[src/rtl/seg_pkg.sv]
// Shared constants and types for the four-digit seven-segment scanner.
package seg_pkg;

  // Segment vector ordered a..g, bit 0 is segment a; all values active-low.
  typedef logic [0:6] seg_t;

  typedef struct packed {
    logic [3:0] state;
    logic [2:0] energy;
    logic [2:0] hunger;
    logic [2:0] ent;
  } disp_t;

  localparam logic [3:0] ANODE_OFF = 4'b1111;
  localparam seg_t       SEG_BLANK = 7'b1111111;

  localparam seg_t GLYPH [16] = '{
    7'b0000001, 7'b1001111, 7'b0010010, 7'b0000110,
    7'b1001100, 7'b0100100, 7'b0100000, 7'b0001111,
    7'b0000000, 7'b0000100, 7'b0001000, 7'b1100000,
    7'b0110001, 7'b1000010, 7'b0110000, 7'b0111000
  };

endpackage

[src/rtl/seg_scan_if.sv]
// Host-side bundle of the scanner: captured display data in, panel drive out.
interface seg_scan_if;
  logic       load;
  logic [3:0] state;
  logic [2:0] energy;
  logic [2:0] hunger;
  logic [2:0] entertainment;
  logic       alert;
  logic [0:6] sseg;
  logic [3:0] an;
  logic       frame_done;

  modport master (
    output load, state, energy, hunger, entertainment, alert,
    input  sseg, an, frame_done
  );

  modport slave (
    input  load, state, energy, hunger, entertainment, alert,
    output sseg, an, frame_done
  );
endinterface

[src/rtl/seg7_decode.sv]
// Combinational hex to active-low seven-segment glyph lookup.
module seg7_decode
  import seg_pkg::*;
(
  input  logic [3:0] val_i,
  output seg_t       seg_o
);
  assign seg_o = GLYPH[val_i];
endmodule

[src/rtl/seg_scan.sv]
// Time-multiplexed four-digit scanner with double-buffered data and alert blink on digit 0.
module seg_scan
  import seg_pkg::*;
#(
  parameter int DIGIT_TICKS  = 50000,
  parameter int BLINK_FRAMES = 50
) (
  input logic       clk,
  input logic       rst,
  seg_scan_if.slave bus
);
  localparam int TICK_W = (DIGIT_TICKS > 1) ? $clog2(DIGIT_TICKS) : 1;
  localparam int BLK_W  = (BLINK_FRAMES > 1) ? $clog2(BLINK_FRAMES) : 1;
  localparam logic [TICK_W-1:0] TICK_LAST = TICK_W'(DIGIT_TICKS - 1);
  localparam logic [BLK_W-1:0]  BLK_LAST  = BLK_W'(BLINK_FRAMES - 1);

  logic [TICK_W-1:0] tick_q, tick_d;
  logic [1:0]        idx_q, idx_d;
  logic              pflag_q, pflag_d;
  disp_t             pend_q, pend_d;
  disp_t             shadow_q, shadow_d;
  logic [BLK_W-1:0]  blk_q, blk_d;
  logic              phase_on_q, phase_on_d;
  logic              bnd_q, bnd_d;
  logic [3:0]        an_q, an_d;
  seg_t              sseg_q, sseg_d;
  logic              fd_q, fd_d;

  logic              adv;
  logic              boundary;
  disp_t             in_vals;
  logic [3:0]        digit_val;
  seg_t              glyph;

  assign in_vals  = '{state: bus.state, energy: bus.energy,
                      hunger: bus.hunger, ent: bus.entertainment};
  assign adv      = (tick_q == TICK_LAST);
  assign boundary = adv && (idx_q == 2'd3);

  always_comb begin
    digit_val = shadow_q.state;
    case (idx_q)
      2'd1:    digit_val = {1'b0, shadow_q.energy};
      2'd2:    digit_val = {1'b0, shadow_q.hunger};
      2'd3:    digit_val = {1'b0, shadow_q.ent};
      default: digit_val = shadow_q.state;
    endcase
  end

  seg7_decode u_dec (
    .val_i (digit_val),
    .seg_o (glyph)
  );

  always_comb begin
    tick_d     = adv ? '0 : tick_q + 1'b1;
    idx_d      = adv ? idx_q + 2'd1 : idx_q;
    pend_d     = pend_q;
    pflag_d    = pflag_q;
    shadow_d   = shadow_q;
    blk_d      = blk_q;
    phase_on_d = phase_on_q;

    if (bus.load) begin
      pend_d  = in_vals;
      pflag_d = 1'b1;
    end
    // A load landing on the boundary bypasses pending so it is not a frame late.
    if (boundary) begin
      if (bus.load) begin
        shadow_d = in_vals;
        pflag_d  = 1'b0;
      end else if (pflag_q) begin
        shadow_d = pend_q;
        pflag_d  = 1'b0;
      end
    end

    if (!bus.alert) begin
      blk_d      = '0;
      phase_on_d = 1'b1;
    end else if (boundary) begin
      if (blk_q == BLK_LAST) begin
        blk_d      = '0;
        phase_on_d = !phase_on_q;
      end else begin
        blk_d = blk_q + 1'b1;
      end
    end

    // frame_done is delayed one extra cycle so it lines up with digit 0 on the outputs.
    bnd_d  = boundary;
    fd_d   = bnd_q;
    an_d   = ~(4'b0001 << idx_q);
    sseg_d = ((idx_q == 2'd0) && bus.alert && !phase_on_q) ? SEG_BLANK : glyph;
  end

  always_ff @(posedge clk) begin
    if (rst) begin
      tick_q     <= '0;
      idx_q      <= 2'd0;
      pflag_q    <= 1'b0;
      pend_q     <= '0;
      shadow_q   <= '0;
      blk_q      <= '0;
      phase_on_q <= 1'b1;
      bnd_q      <= 1'b0;
      an_q       <= ANODE_OFF;
      sseg_q     <= SEG_BLANK;
      fd_q       <= 1'b0;
    end else begin
      tick_q     <= tick_d;
      idx_q      <= idx_d;
      pflag_q    <= pflag_d;
      pend_q     <= pend_d;
      shadow_q   <= shadow_d;
      blk_q      <= blk_d;
      phase_on_q <= phase_on_d;
      bnd_q      <= bnd_d;
      an_q       <= an_d;
      sseg_q     <= sseg_d;
      fd_q       <= fd_d;
    end
  end

  assign bus.an         = an_q;
  assign bus.sseg       = sseg_q;
  assign bus.frame_done = fd_q;

endmodule

[src/flat_wrapper.sv]
// flat-port wrapper written by rule: the top's interface ports become plain ports
module seg_scan_flat import seg_pkg::*;
#(
  parameter int DIGIT_TICKS  = 50000,
  parameter int BLINK_FRAMES = 50
)
  (clk, rst, bus_load, bus_state, bus_energy, bus_hunger, bus_entertainment, bus_alert, bus_sseg, bus_an, bus_frame_done);
  seg_scan_if bus_i ();
  input logic clk;
  input logic rst;
  input wire logic [$bits(bus_i.load)-1:0] bus_load;
  input wire logic [$bits(bus_i.state)-1:0] bus_state;
  input wire logic [$bits(bus_i.energy)-1:0] bus_energy;
  input wire logic [$bits(bus_i.hunger)-1:0] bus_hunger;
  input wire logic [$bits(bus_i.entertainment)-1:0] bus_entertainment;
  input wire logic [$bits(bus_i.alert)-1:0] bus_alert;
  output wire logic [$bits(bus_i.sseg)-1:0] bus_sseg;
  output wire logic [$bits(bus_i.an)-1:0] bus_an;
  output wire logic [$bits(bus_i.frame_done)-1:0] bus_frame_done;
  assign bus_i.load = bus_load;
  assign bus_i.state = bus_state;
  assign bus_i.energy = bus_energy;
  assign bus_i.hunger = bus_hunger;
  assign bus_i.entertainment = bus_entertainment;
  assign bus_i.alert = bus_alert;
  assign bus_sseg = bus_i.sseg;
  assign bus_an = bus_i.an;
  assign bus_frame_done = bus_i.frame_done;
  seg_scan #(.DIGIT_TICKS(DIGIT_TICKS), .BLINK_FRAMES(BLINK_FRAMES)) u_core (.clk(clk), .rst(rst), .bus(bus_i));
endmodule
[config.mk]
export PLATFORM = sky130hd
export DESIGN_NAME = seg_scan_flat
export DESIGN_NICKNAME = d
export VERILOG_FILES = /design/src/rtl/seg_pkg.sv /design/src/rtl/seg_scan_if.sv /design/src/rtl/seg7_decode.sv /design/src/rtl/seg_scan.sv /design/src/flat_wrapper.sv
export SDC_FILE = /design/constraint.sdc
export NUM_CORES = 1
export LEC_CHECK = 0
export CORE_AREA = 8 8 91 93
export CTS_CLUSTER_SIZE = 40
export DETAILED_ROUTE_END_ITERATION = 6
export DIE_AREA = 0 0 99 101
export MAX_ROUTING_LAYER = met4
export PLACE_DENSITY_LB_ADDON = 0.08
export SLEW_MARGIN = 20
export SYNTH_ARGS = -nofsm -noshare
export SYNTH_HDL_FRONTEND = slang
export SYNTH_SLANG_ARGS = --single-unit
[constraint.sdc]
create_clock -name clk -period 2.9 [get_ports clk]
set_input_delay 0.58 -clock clk [delete_from_list [all_inputs] [get_ports clk]]
set_output_delay 0.58 -clock clk [all_outputs]
set_load 0.005 [all_outputs]
Fig. 1: run 1, met1 routing
Drawn at 4 px/um. Supply wires on this layer in grey.
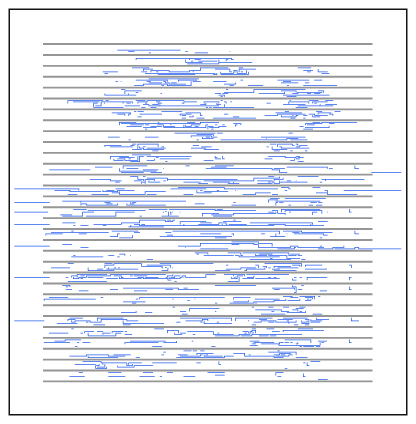
nets with wire on the layer: 340
share of all routed wire: 53%
wire length on this layer: 2960 um
main direction: horizontal
longest straight run: 33.6 um
GR Util met1: 0.1566
vias after detailed routing: 2166
routed wire length: 5613 um

Fig. 2: run 1, the metal 2 layer
Drawn at 3 px/um. Cells faint in the background.
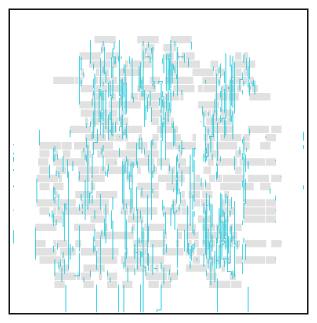
nets with wire on the layer: 279
wire length on this layer: 2350 um
met2 Usage GRT: 0.1731

Fig. 3: run 1, metal 3
Drawn at 4 px/um.
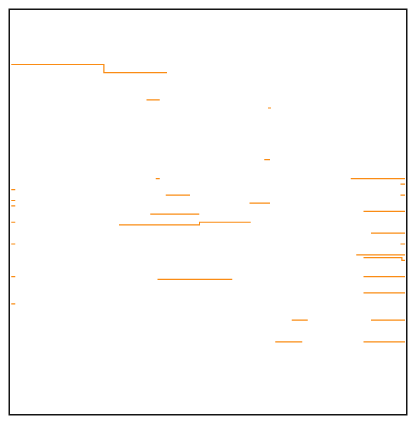
nets with wire on the layer: 26
share of all routed wire: 4.1%
longest straight run: 23.0 um
main direction: horizontal
met3 Use GR: 0.03246

Fig. 4: run 1, pin placement
Drawn at 4 px/um. Pins as bars across the die edge, other pins in grey.
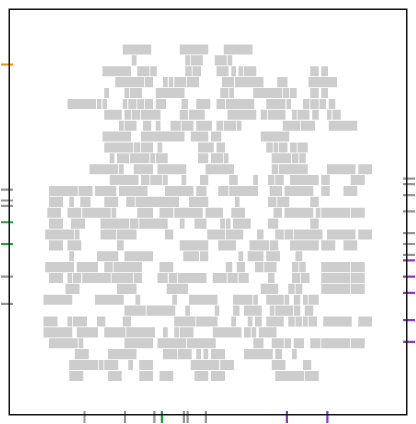
[purple] bus_sseg | pins: 7 | direction: output | edge: 5 right, 2 bottom
[green] bus_energy | pins: 3 | direction: input | edge: 2 left, 1 bottom
[orange] clk | pins: 1 | direction: input | edge: left
die boundary width: 99 um
Die Height: 101 um

run 1: cell type report:
class                   instances  area, um2
clock buffers                   9      123.9
clock inverters                 7      85.08
fillers                       641       3408
inverters                      13      48.80
multi-input cells             215       1555
flip-flops and latches         65       1301
well taps                      82      102.6
repair buffers                 33      317.8
run 1: placed cells by master, fill, tap and decap left out, drive strengths merged, types with 6 or more instances in the layout:
cell type	n
clkbuf	9
inv	13
a21oi	10
nor2b	12
ha	14
nand3	17
nor2	36
clkdlybuf4s50	28
o21ai	6
xnor2	6
nand2	11
dfxtp	65
xor2	9
mux2	14
nand2b	6
nand4	10
mux2i	16
run 1: sequential cells by signal, summed over array words and instances (netlist names):
name                   flops
u_core.bus.sseg            7
u_core.pend_q             13
u_core.phase_on_q          1
u_core.idx_q               2
u_core.bus.frame_done      1
u_core.tick_q             16
u_core.bnd_q               1
u_core.shadow_q           13
u_core.pflag_q             1
u_core.bus.an              4
u_core.blk_q               6
run 1: worst reg2reg max path: cells and delay by family (launching register included):
kind | cells | cell delay (ps)
flip-flops | 1 | 350
multiplexers | 1 | 410
AND/OR/NAND/NOR | 3 | 1680
run 1: routing by layer:
metal	routed length [um]	vias up	track usage
met5	0	-	-
met4	74	0	0.06730
met3	230	7	0.03246
met2	2353	36	0.1731
met1	2955	989	0.1566
li1	-	1134	-
run 1: worst paths after layout:
| check | end | slack, ps | cells after the start |
|---|---|---|---|
| hold reg to reg | u_core.bus.frame_done$_SDFF_PP0_ | 440 | 1 |
| hold / removal | u_core.bus.frame_done$_SDFF_PP0_ | 440 | 1 |
| setup reg to reg | u_core.shadow_q[3]$_SDFFE_PP0P_ | 360 | 4 |
| setup / recovery | u_core.shadow_q[3]$_SDFFE_PP0P_ | 360 | 4 |
==> run notes, run 1 <==
### Status
* outcome: finished clean

### CTS
* Inserted Clock Buffers: 9
* maximum buffer depth of the clock tree: 2

### Cells and area
* final cell count without fillers: 424
* layout cell share with drive strength beyond 1: 0.1140

### STA
* unrepaired setup endpoints after global routing: false
* transition time at the pin with the least slew margin: 761.2 ps
* sum of negative setup slack: 0 ps
* total count of max-transition violations in the final report: 0
* Highest Clock Rate: 393.2 MHz
* number of failing setup endpoints in the final timing report: 0

### Setup path
* type of destination of the critical path: register
* launch instance of the worst register-to-register path: u_core.tick_q[11]$_SDFF_PP0_
* Max FO, Critical Path: 13

### Floorplan
* Row Count: 31
* Boundary Pins: 29

### Global routing
* global-route total usage across every layer: 0.1230

### Route
* routed len/inst: 13.24 um
* post-DR vias/cell: 5.108

### Logic synthesis
* prevailing post-synth register cell: sky130_fd_sc_hd__dfxtp_1
* Post-synth regs: 65
* EDFF count, synth: 0
* post-synth top area share: 0.4351

### Power
* clk pwr: 818 uW
* Seq power: 920 uW
* Sw Share: 0.2133
* register share of total power: 0.504
* portion of total power attributed to the clock network: 0.448
* Logic pwr share: 0.048

### Hold path
* launch point of the worst hold path: u_core.bnd_q$_SDFF_PP0_

### Placement
* count of port buffers added during placement: 28

--- run 2 (diff from run 1) ---
--- a/config.mk
+++ b/config.mk
@@ -9,8 +9,8 @@
 export CTS_CLUSTER_SIZE = 40
 export DETAILED_ROUTE_END_ITERATION = 6
 export DIE_AREA = 0 0 99 101
-export MAX_ROUTING_LAYER = met4
 export PLACE_DENSITY_LB_ADDON = 0.08
+export RECOVER_POWER = 25
 export SLEW_MARGIN = 20
 export SYNTH_ARGS = -nofsm -noshare
 export SYNTH_HDL_FRONTEND = slang
==> constraint.sdc (replaced) <==
create_clock -name clk -period 2.55 [get_ports clk]
set_input_delay 0.51 -clock clk [delete_from_list [all_inputs] [get_ports clk]]
set_output_delay 0.51 -clock clk [all_outputs]
set_load 0.005 [all_outputs]
Fig. 5: run 2, pin placement
Drawn at 4 px/um. Pins as bars across the die edge, other pins in grey.
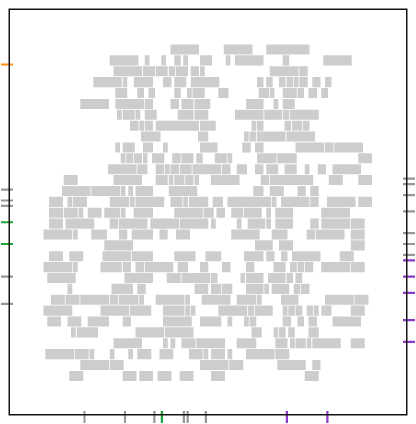
[purple] bus_sseg | pins: 7 | direction: output | edge: 5 right, 2 bottom
[green] bus_energy | pins: 3 | direction: input | edge: 2 left, 1 bottom
[orange] clk | pins: 1 | direction: input | edge: left
all pins by edge: 12 right, 9 bottom, 8 left
count of port buffers added during placement: 28

==> run notes, run 2 <==
### Cells and area
* Regs by FF count: u_core.tick_q (16), u_core.pend_q (13), u_core.shadow_q (13)
* register bank with the most flops: u_core.tick_q
* flip-flop count of the largest register, all copies and words added: 16, unchanged
* flip-flop and latch area: 0.001301 mm2, unchanged
* Multi-input gate area: 0.001555 mm2, unchanged
* most frequent cells in the layout: sky130_fd_sc_hd__dfxtp_1, sky130_fd_sc_hd__nor2_1, sky130_fd_sc_hd__clkdlybuf4s50_1
* final cell count without fillers: 425, +0.24%
* most frequent logic cell in the layout: sky130_fd_sc_hd__dfxtp_1
* layout cell share with drive strength beyond 1: 0.1137, -0.0003325

### STA
* transition time at the pin with the least slew margin: 856.9 ps, +95.78 ps
* total count of max-transition violations in the final report: 0, unchanged
* number of failing setup endpoints in the final timing report: 0, unchanged
* unrepaired setup endpoints after global routing: false

### Route
* post-route met1 wirelength: 2979 um, +0.81%
* routed len/inst: 13.36 um, +0.94%
* amount of wire on met3 after detailed routing: 225 um, -2.2%
* detailed-routed wire length on met2: 2355 um, about the same
* Highest Signal Layer: met4
* routed wire length: 5679 um, +1.2%

### Floorplan
* Die Height: 101 um, unchanged
* Row Count: 31, unchanged
* Boundary Pins: 29, unchanged
* die boundary width: 99 um, unchanged

### Setup path
* type of destination of the critical path: register

### Logic synthesis
* EDFF count, synth: 0, unchanged

### Status
* outcome: finished clean

### CTS
* maximum buffer depth of the clock tree: 2, unchanged

### Global routing
* global-route total usage across every layer: 0.1211, -0.001951

run 2: worst paths after layout:
path	start	to	slack (ps)	cells past startpoint
worst min-delay path	u_core.bnd_q$_SDFF_PP0_	u_core.bus.frame_done$_SDFF_PP0_	430	1
worst min register to register	u_core.bnd_q$_SDFF_PP0_	u_core.bus.frame_done$_SDFF_PP0_	430	1
worst max-delay path	u_core.tick_q[11]$_SDFF_PP0_	u_core.shadow_q[0]$_SDFFE_PP0P_	180	5
worst max register to register	u_core.tick_q[11]$_SDFF_PP0_	u_core.shadow_q[0]$_SDFFE_PP0P_	180	5
run 2: cells by family (layout without fill, tap and decap cells):
logic type               count (synthesis)  after routing  synth area share
AND-OR/OR-AND                           29             29           0.06109
XOR/XNOR                                15             15           0.04393
adder cells (fa/ha/maj)                 14             14           0.05858
buffers and inverters                   31             63           0.04477
flip-flops                              65             65            0.4351
multiplexers                            30             30            0.1188
AND/OR/NAND/NOR                        127            127            0.2377
run 2: routing by layer:
metal,up-vias,GRT usage
met4,0,0.07084
li1,1137,-
met5,-,0
met1,994,0.1565
met2,38,0.1762
met3,8,0.03246
run 2: critical path: cells and delay by family, from the launching register on:
kind	cells	cell delay (ps)
AND/OR/NAND/NOR	3	1380
flip-flops	1	350
multiplexers	1	310
buffers and inverters	1	210
run 2: power breakdown:
part	internal [uW]	leakage, uW	switching (uW)
Clock	770	0.000129	386
Combinational	56.1	0.000757	46.3
Sequential	1040	0.000530	9.26
run 2: area by class of cell:
type                            instances  area share
Multi-Input combinational cell        215      0.4303
Sequential cell                        65      0.3600
Timing Repair Buffer                   35     0.09450
Clock buffer                           10     0.03808
Clock inverter                          5     0.03531
Tap cell                               82     0.02838
Inverter                               13     0.01350
Fig. 6: run 2, metal 3
Drawn at 4 px/um.
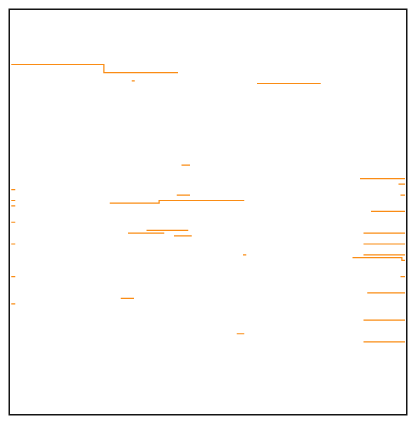

--- run 3 (diff from run 2) ---
--- a/config.mk
+++ b/config.mk
@@ -5,10 +5,12 @@
 export SDC_FILE = /design/constraint.sdc
 export NUM_CORES = 1
 export LEC_CHECK = 0
-export CORE_AREA = 8 8 91 93
+export ABC_CLOCK_PERIOD_IN_PS = 2550
+export CORE_AREA = 8 8 83 85
+export CTS_CLUSTER_DIAMETER = 200
 export CTS_CLUSTER_SIZE = 40
 export DETAILED_ROUTE_END_ITERATION = 6
-export DIE_AREA = 0 0 99 101
+export DIE_AREA = 0 0 91 93
 export PLACE_DENSITY_LB_ADDON = 0.08
 export RECOVER_POWER = 25
 export SLEW_MARGIN = 20
Fig. 7: run 3, metal 3
Drawn at 4 px/um.
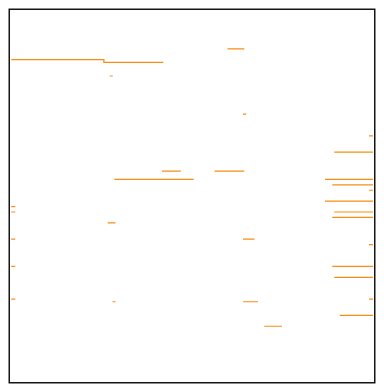
nets with wire on the layer: 21
main direction: horizontal
wire length on this layer: 182 um
share of all routed wire: 3.3%
longest straight run: 23.0 um
vias after detailed routing: 2168
met3 Use GR: 0.03606

==> run notes, run 3 <==
### Floorplan
* die boundary width: 91 um, -8.1%
* Die Height: 93 um, -7.9%
* Row Count: 28, -9.7%

### Cells and area
* most frequent logic cell in the layout: sky130_fd_sc_hd__dfxtp_1
* layout cell share with drive strength beyond 1: 0.09913, -0.01458
* most frequent cells in the layout: sky130_fd_sc_hd__dfxtp_1, sky130_fd_sc_hd__nor2_1, sky130_fd_sc_hd__clkdlybuf4s50_1
* final cell count without fillers: 418, -1.6%
* flip-flop count of the largest register, all copies and words added: 16, unchanged
* Regs by FF count: u_core.tick_q (16), u_core.pend_q (13), u_core.shadow_q (13)
* register bank with the most flops: u_core.tick_q

### Logic synthesis
* fa+ha+maj area frac: 0.05858, unchanged
* proportion of synthesized area in mux cells: 0.1188, unchanged
* Compound Share, Synth: 0.06109, unchanged
* EDFF count, synth: 0, unchanged
* area fraction in and, or, nand and nor cells: 0.2377, unchanged
* Top non-seq family: simple AND/OR/NAND/NOR gates

### Setup path
* buffer-and-inverter tally for the worst setup path: 1, unchanged
* type of destination of the critical path: register
* kind of cell adding the most delay to the critical path: simple AND/OR/NAND/NOR gates

### Global routing
* global-route total usage across every layer: 0.1398, +0.01872
* GR Util met1: 0.1805, +0.02401
* layer with the highest usage: met2
* met2 Usage GRT: 0.2013, +0.02513
* maximum number of pins on one net before global-route repair: 32

### STA
* unrepaired setup endpoints after global routing: false
* transition time at the pin with the least slew margin: 977.3 ps, +120.4 ps
* number of failing setup endpoints in the final timing report: 0, unchanged

### Status
* outcome: finished clean

### Placement
* count of port buffers added during placement: 28, unchanged

### CTS
* maximum buffer depth of the clock tree: 2, unchanged

### Route
* routed len/inst: 13.24 um, -0.92%

### Power
* final total power: 1883 uW

run 3: cell counts after synthesis:
No cell type changed its count.
run 3: report_power, final:
| part | internal (uW) | switching (uW) |
|---|---|---|
| Sequential | 1040 | 9.03 |
| Combinational | 56.2 | 45.7 |
| Clock | 377 | 357 |
| Total | 1470 | 412 |
run 3: area by class of cell:
class                   instances  area (um2)
clock buffers                  15       156.4
well taps                      75       93.84
repair buffers                 35       341.6
multi-input cells             215        1555
flip-flops and latches         65        1301
fillers                       515        2178
inverters                      13       48.80
run 3: metal layers:
layer	part of all wire	wire length [um]
met5	0	0
met4	0.027	147
met3	0.033	181
met2	0.42	2334
met1	0.52	2870
run 3: path summary, 6_finish.rpt:
check / startpoint / endpoint / slack (ps) / cells past startpoint
worst min register to register: u_core.bnd_q$_SDFF_PP0_ / u_core.bus.frame_done$_SDFF_PP0_ / 440 / 1
worst min-delay path: u_core.bnd_q$_SDFF_PP0_ / u_core.bus.frame_done$_SDFF_PP0_ / 440 / 1
worst max register to register: u_core.tick_q[11]$_SDFF_PP0_ / u_core.shadow_q[6]$_SDFFE_PP0P_ / 170 / 5
worst max-delay path: u_core.tick_q[11]$_SDFF_PP0_ / u_core.shadow_q[6]$_SDFFE_PP0P_ / 170 / 5
run 3: stage by stage:
step	worst slack [ps]	cell area (um2)	utilization	hold slack, ps
finish	172.7	3497	0.6162	440.2
detailed placement	180.7	3344	0.5893	433.7
floorplan	203.3	2990	-	413.8
global placement	204.5	3344	0.5893	419.7
global route	44.95	3497	0.6162	454.6
CTS	172.1	3501	0.6168	448.5
run 3: cell families (layout without fill, tap and decap cells):
family | count (synthesis) | count (layout)
compound gates | 29 | 29
xor+xnor | 15 | 15
fa+ha+maj | 14 | 14
buf+inv | 31 | 63
flops | 65 | 65
mux | 30 | 30
simple gates | 127 | 127
Power figures rest on the tool's default switching activity, not on a simulated workload.
